==> config.mk <==
export PLATFORM = sky130hd
export DESIGN_NAME = demux2_reg_flat
export DESIGN_NICKNAME = d
export VERILOG_FILES = /design/src/rtl/demux2_reg_pkg.sv /design/src/rtl/demux2_reg_if.sv /design/src/rtl/demux2_reg.sv /design/src/flat_wrapper.sv
export SDC_FILE = /design/constraint.sdc
export NUM_CORES = 1
export LEC_CHECK = 0
export CORE_MARGIN = 5
export CORE_UTILIZATION = 43
export DETAILED_ROUTE_END_ITERATION = 7
export MAX_ROUTING_LAYER = met4
export PLACE_DENSITY = 0.82
export SKIP_LAST_GASP = 1
export SYNTH_ARGS = -nofsm -noshare
export SYNTH_HDL_FRONTEND = slang
export SYNTH_SLANG_ARGS = --single-unit
==> constraint.sdc <==
create_clock -name clk -period 1.95 [get_ports clk]
set_clock_uncertainty 0.05 [all_clocks]
set_input_delay 0.4875 -clock clk [delete_from_list [all_inputs] [get_ports clk]]
set_output_delay 0.4875 -clock clk [all_outputs]
set_load 0.03 [all_outputs]
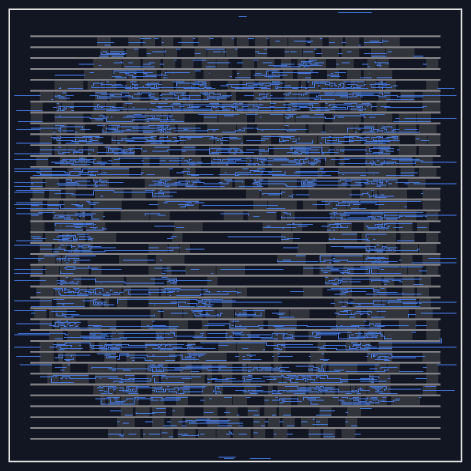
Fig. 1. The metal 1 layer.
(4 px per um) Supply wires on this layer in gray. Cells faint in the background.
The layer carries 5,700 um of wire. 627 nets have wire on it. The wires run mostly horizontal.
Vias: 4,675
drt total wl: 14,100 um
M1 GR Usage: 25.3%

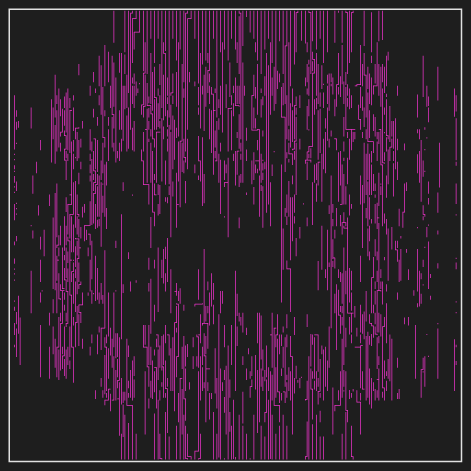
Fig. 2. M2 wires.
(4 px per um)
639 nets have wire on it. The layer holds 52% of the routed length. The layer carries 7,250 um of wire. The wires run mostly vertical.
M2 GR Usage: 35.3%

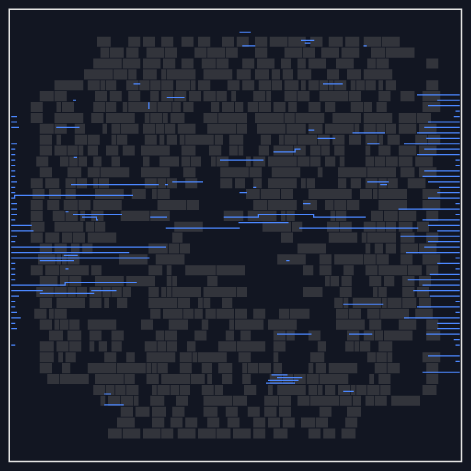
Fig. 3. Metal 3.
(4 px per um) Cells faint in the background.
The layer carries 851 um of wire. The longest straight run is 38.4 um. 122 nets have wire on it.
met3 Use GR: 3.99%

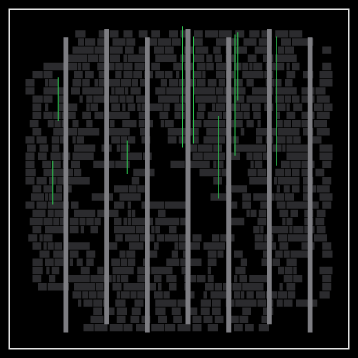
Fig. 4. Met4 routing.
(3 px per um) Supply wires on this layer in gray. Cells faint in the background.
The wires run mostly vertical. The layer carries 248 um of wire.

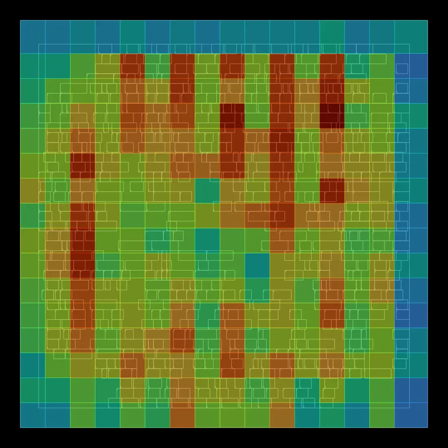
Fig. 5. Track usage over the die.
GRT Total Usage: 21.0%
wire per inst: 18.1 um
utilization after layout: 61.8%
layer with the highest usage: met2

==> results_slide.txt <==
Implementation Results

Critical path
  • CP required: about 1400 ps
  • Critical Path Start Type: flip-flop
  • CP cell instances: mux2i_4, nand2_2, buf_12
  • FF-to-FF setup slack: 280 ps
  • R2R cell count: 5
  • Critical setup path kind: flip-flop to output pin
  • Top delay family on crit path: flip-flops
  • CP arrival: 1260 ps
  • Worst-path fanout max: 3
  • Crit. path cell count: 3
  • Delay of the slowest critical-path stage: between 400 and 500 ps

Logic synthesis
  • Area share, top type: between 20% and 30%
  • Post-Syn Area: 4530 um^2
  • Top cells by area: dfxtp_1 (29%), nand4b_1 (12%), o311ai_1 (12%), buf_4 (12%), nor3b_1 (11%)
  • Net count after synthesis: 605
  • Post-synthesis cell count from yosys: 535
  • Syn_area_per_cell: around 8.5 um^2
  • Gate Count Post-Synth: ~540
  • AO/OA Area Share: between 20% and 30%
  • Distinct lib cells used: 21
  • Synth area leader: dfxtp_1
  • Yosys warns: 0
  • Adder share: 0%
  • XOR Share, Synth: 0%
  • Yosys simple share: between 20% and 30%

Timing
  • Final period util: ~90%
  • RSZ-0062 raised after global routing: no
  • Final Hold Fails: 0
  • Minimum clock period: between 1500 and 2000 ps
  • FMAX: approximately 0.56 GHz
  • Final Max Tran Viols: 0
  • Setup violations, final: 0
  • Setup TNS: 0 ps
  • Worst-margin pin slew: ~440 ps

Clock tree
  • CTS tree: done
  • Clock Pin Slew Worst Setup and Hold Paths: 80 ps
  • # hold bufs at CTS: 0
  • CTS buffer count: 9
  • Maximum clock path buffer count: 2

Global routing
  • Total grt overflow: 0
  • Initial antenna violation count: 0
  • Largest net degree at the start of global routing: around 56

Floorplan
  • Die width: roughly 110 um
  • FP Util: 43.9%
  • FP Rows: 37
  • Boundary pin count: between 200 and 250

Route
  • Antenna Nets Post-Route: 0
  • Drc violations: 0
  • DRT iter0 DRCs: 263
  • Router iterations before antenna repair: 6

Pwr
  • Reg power frac: between 30% and 40%
  • Cell Int Power: 2810 uW
  • PD cells: between 700 and 800 nW/um^2
  • Worst VDD drop: roughly 340 uV
  • Sw frac: between 30% and 40%
  • Switch Pwr: between 1500 and 2000 uW
  • Clock Power Share: a little over a quarter

Worst hold path
  • HP Class: flip-flop to flip-flop
  • Hold path cells: 2

Layout
  • Layout Cells excl Fill: approximately 780
  • Largest register FFs: between 60 and 70
  • Final nets: around 710
  • Register Area: roughly 1300 um^2
  • Logic area: 2330 um^2
  • Design area: roughly 6400 um^2
  • Layout cells sized above 1: 7.94%
  • Top cell excl fill/tap: dlygate4sd2_1
  • Layout Area Growth over Synthesis: 40.8%

Placed design
  • Gpl congestion: ~0.77
  • Post-DP Area: between 6000 and 7000 um^2
  • Port Buffers: 200
  • Hpwl dp: 9470 um
  • DP Cell Count: 761

Outcome
  • Outcome: completed

Run
  • Max cap viols: 0
  • Count of tool warnings: 26
worst min-delay path, delay by kind of cell, from the launching register on:
family	cells	cell delay, ps
DFF	1	330
and+or+nand+nor	1	90
AOI/OAI and AO/OA	1	80
synth_stat cells:
cell	n
mux2i_2	1
nor2_1	3
dfxtp_1	66
inv_1	2
o21ai_1	1
buf_4	70
a31oi_1	64
nor3b_1	64
a21o_1	1
buf_1	2
buf_2	18
nand2b_1	1
inv_2	1
a21oi_1	1
buf_6	13
a221oi_1	1
o311ai_1	64
nor2b_1	1
nand4b_1	64
nand2_1	65
clkbuf_1	32
cell type report:
type | count | share of cell area, %
tap | 136 | 2.67
sequential | 66 | 20.7
clock inverter | 4 | 0.784
clock buffer | 12 | 2.43
multi-input combinational | 331 | 36.5
timing repair buffer | 226 | 36.7
inverter | 3 | 0.176
what timing repair did:
| action | 4_1_cts | 5_1_grt |
|---|---|---|
| endpoints found under the setup margin | 96 | 45 |
| buffers inserted | 1 | 0 |
| gates resized | 84 | 47 |
cell families (layout without fill, tap and decap cells):
logic type / Yosys count / after routing
flops: 66 / 66
mux: 1 / 1
buf+inv: 138 / 245
simple gates: 198 / 198
compound gates: 132 / 132
layer usage:
layer | up-vias | track usage (%) | wire (um)
met2 | 173 | 35.3 | 7250
li1 | 2208 | - | -
met4 | 0 | 7.05 | 247
met1 | 2274 | 25.3 | 5700
met3 | 20 | 3.99 | 851
met5 | - | - | 0
power by group through the flow:
stage          registers [uW]  clock network (uW)  logic [uW]
2_1_floorplan            1880                   0         940
3_3_place_gp             1640                   0        1780
3_5_place_dp             1660                   0        1810
4_1_cts                  1620                1230        1700
5_1_grt                  1640                1290        1770
6_report                 1610                1190        1680
stage by stage:
stage	setup WS, ps	hold slack, ps	total power [uW]
finish	155	505	4490
global route	63.1	530	4710
CTS	0.183	513	4540
detailed placement	-77.0	503	3470
global placement	-27.3	486	3420
floorplan	204	472	2820
Power is estimated from default activity; no workload was simulated.
